===== config.mk =====
export PLATFORM = sky130hd
export DESIGN_NAME = inst_fetch
export DESIGN_NICKNAME = d
export VERILOG_FILES = /design/src/rtl/inst_fetch.sv
export SDC_FILE = /design/constraint.sdc
export NUM_CORES = 1
export LEC_CHECK = 0
export CORE_AREA = 2 2 56 84
export CTS_BUF_LIST = sky130_fd_sc_hd__clkbuf_4
export CTS_CLUSTER_DIAMETER = 200
export DETAILED_ROUTE_END_ITERATION = 8
export DIE_AREA = 0 0 58 86
export SLEW_MARGIN = 20
export SYNTH_ARGS = -nofsm -noshare
export SYNTH_HDL_FRONTEND = slang
export SYNTH_SLANG_ARGS = --single-unit

===== constraint.sdc =====
create_clock -name clk -period 2.2 [get_ports clk]
set_input_delay 0.22 -clock clk [delete_from_list [all_inputs] [get_ports clk]]
set_output_delay 0.22 -clock clk [all_outputs]
set_load 0.005 [all_outputs]

===== src/rtl/inst_fetch.sv =====
// inst_fetch: program-memory instruction issuer for the BittyPro datapath.
// Define PROG_LOAD_EN to add the load_we/load_addr/load_data write port.
module inst_fetch #(
  parameter int unsigned          DEPTH      = 16,
  parameter int unsigned          AW         = $clog2(DEPTH),
  parameter int unsigned          PROG_LEN   = DEPTH,
  parameter bit                   WRAP       = 1'b0,
  parameter logic [15:0]          IDLE_WORD  = 16'h0000,
  parameter logic [16*DEPTH-1:0]  INIT_IMAGE = '0
) (
  input  logic          clk,
  input  logic          reset,
  input  logic          start,
  input  logic          done,
`ifdef PROG_LOAD_EN
  input  logic          load_we,
  input  logic [AW-1:0] load_addr,
  input  logic [15:0]   load_data,
`endif
  output logic [15:0]   instruction,
  output logic [AW-1:0] pc,
  output logic          running,
  output logic          halted,
  output logic [15:0]   retired
);

  typedef enum logic [1:0] {
    S_IDLE,
    S_RUN,
    S_HALT
  } state_e;

  if (DEPTH < 2 || (DEPTH & (DEPTH - 1)) != 0) begin : g_bad_depth
    $error("inst_fetch: DEPTH must be a power of two >= 2");
  end
  if (PROG_LEN < 1 || PROG_LEN > DEPTH) begin : g_bad_len
    $error("inst_fetch: PROG_LEN must be in 1..DEPTH");
  end

  state_e         state_q;
  logic [AW-1:0]  pc_q;
  logic [15:0]    instr_q;
  logic [15:0]    retired_q;
  logic           running_q;
  logic           halted_q;

  // Word i of the image sits at bits [16*i +: 16].
  logic [DEPTH-1:0][15:0] mem;
  logic [15:0]            word0;

`ifdef PROG_LOAD_EN
  logic [DEPTH-1:0][15:0] mem_q = INIT_IMAGE;
  logic                   ld_ok;

  assign ld_ok = load_we && (state_q != S_RUN);

  // Program memory survives reset on purpose.
  always_ff @(posedge clk) begin
    if (ld_ok) begin
      mem_q[load_addr] <= load_data;
    end
  end

  assign mem   = mem_q;
  assign word0 = (ld_ok && load_addr == '0) ? load_data : mem_q[0];
`else
  localparam logic [DEPTH-1:0][15:0] ROM = INIT_IMAGE;

  assign mem   = ROM;
  assign word0 = ROM[0];
`endif

  logic [AW-1:0] pc_inc;
  logic          last;
  logic [15:0]   ret_inc;

  assign pc_inc  = pc_q + AW'(1);
  assign last    = (pc_q == AW'(PROG_LEN - 1));
  assign ret_inc = (retired_q == 16'hFFFF) ? retired_q
                                           : retired_q + 16'd1;

  always_ff @(posedge clk or posedge reset) begin
    if (reset) begin
      state_q   <= S_IDLE;
      pc_q      <= '0;
      instr_q   <= IDLE_WORD;
      retired_q <= '0;
      running_q <= 1'b0;
      halted_q  <= 1'b0;
    end else begin
      unique case (state_q)
        S_IDLE, S_HALT: begin
          if (start) begin
            state_q   <= S_RUN;
            pc_q      <= '0;
            instr_q   <= word0;
            retired_q <= '0;
            running_q <= 1'b1;
            halted_q  <= 1'b0;
          end
        end
        S_RUN: begin
          if (done) begin
            retired_q <= ret_inc;
            if (!last) begin
              pc_q    <= pc_inc;
              instr_q <= mem[pc_inc];
            end else if (WRAP) begin
              pc_q    <= '0;
              instr_q <= mem[0];
            end else begin
              state_q   <= S_HALT;
              instr_q   <= IDLE_WORD;
              running_q <= 1'b0;
              halted_q  <= 1'b1;
            end
          end
        end
        default: begin
          state_q   <= S_IDLE;
          pc_q      <= '0;
          instr_q   <= IDLE_WORD;
          running_q <= 1'b0;
          halted_q  <= 1'b0;
        end
      endcase
    end
  end

  assign instruction = instr_q;
  assign pc          = pc_q;
  assign running     = running_q;
  assign halted      = halted_q;
  assign retired     = retired_q;

endmodule


Metal 1:
Scale: 6 px per um. Supply wires on this layer in gray.
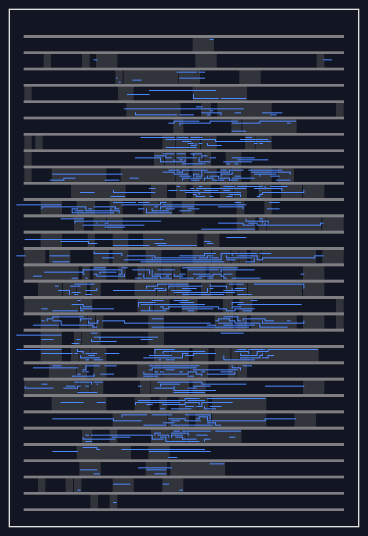
The longest straight run is 23.0 um. The wires run mostly horizontal. 161 nets have wire on it. The layer carries 1500 um of wire.
final wirelength: 3.65 mm
number of vias in the routed layout: 1309

The metal 2 layer:
Scale: 6 px per um.
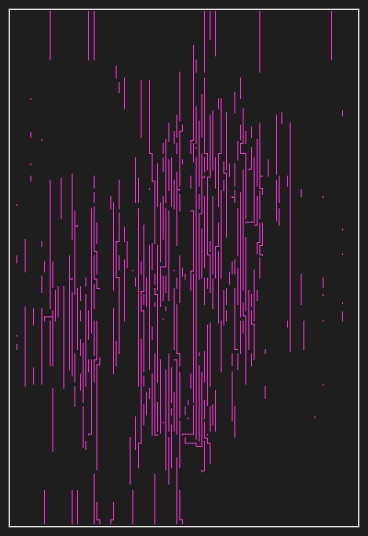
The longest straight run is 46.9 um. The wires run mostly vertical. The layer carries 1910 um of wire.
M2 GR Usage: 26.5%

-- kinds of logic after synthesis --
| kind of cell | synth area share [%] |
|---|---|
| AOI/OAI and AO/OA | 23.7 |
| and+or+nand+nor | 21.4 |
| buffers and inverters | 11.5 |
| DFF | 39.9 |
| muxes | 1.48 |
| adders and majority gates | 1.74 |
| other | 0.260 |
-- sequential cells by signal, summed over array words and instances (netlist names) --
signal and count:
retired 16, pc 4, running 1, state_q 2
-- layout by cell type, fill, tap and decap left out, drive strengths merged, types with 3 or more instances in the layout --
cell type      instances
clkdlybuf4s50         25
o21a                   5
and4                   4
and3                   4
nor3                   3
dfrtp                 23
o311ai                 3
nand4                  5
o31ai                  3
nand3                  7
a31oi                  6
o211ai                 5
inv                    7
nand2                  9
conb                  16
buf                    7
a21oi                 13
nor2                   8
o21ai                 10
clkbuf                 4
==> impl.org <==
#+TITLE: Physical design notes

** Power
- Portion of total power attributed to sequential cells :: roughly two fifths
- Net Sw Frac :: 40.1%
- The clock network accounts for 13.1% of the total power.
- Looking at the group totals, the largest power group turns out to be combinational cells.

** Clock tree
- Per the post-CTS timing run, clock transition at the registers of the reported paths is 0.14 ns.
- Quantity of hold-fixing buffers added after cts :: 0
- Count of clock tree sinks :: 23

** Critical path
- The STA report counts the stages on the worst setup path as 5.
- OpenSTA lists the critical path endpoint as retired[2]$_DFFE_PP0P_.
- The critical path's slowest stage uses the library cell dfrtp_1.
- The launch point of the critical path was reported as retired[0]$_DFFE_PP0P_.
- WP data required :: 2.42 ns
- The script reports the combined buffer and inverter count of the critical path as 0.
- Register-to-Register Setup Slack :: 0.16 ns
- Along the worst path, the maximum fanout reaches 10.

** Layout
- Combinational gate count :: 123
- At the end of the flow, the number of nets in the layout was 196.
- Buffers, non-clock :: 32
- Sequential portion of the cell area :: about a third
- The final layout report lists a clock buffer count of 4.
- Excluding fillers, the count of instances in the completed layout stands at 235.

** Timing
- Max-slew violation total from the final report :: 0
- Worst-margin pin slew :: 0.602 ns
- The final timing report gives a worst setup slack of roughly 0.16 ns.

** Die
- Die height :: 86 um

** Synth
- The synthesized instance count is 159.
- Synth Warn # :: 0
- The synthesized netlist contains 42 unique library cells.
- Commonest cells post-synth :: 23 x dfrtp_1, 16 x buf_4, 13 x a21oi_1
- Cells in synth_stat.txt :: 159

** Place
- Worst slack, placed :: ~0.26 ns
- The HPWL after detailed placement is 2.72 mm.

** Job
- Max-cap violations in this run came to 0.

** GRT
- Overall fraction of global-route tracks in use :: 14.7%

** Status
- The flow ran to the end, and the final reports show no timing, DRC or antenna violations.

** Drt
- Number of DRC violations after detailed routing :: 0
No activity file was given, so power comes from the tool's default toggle rates.
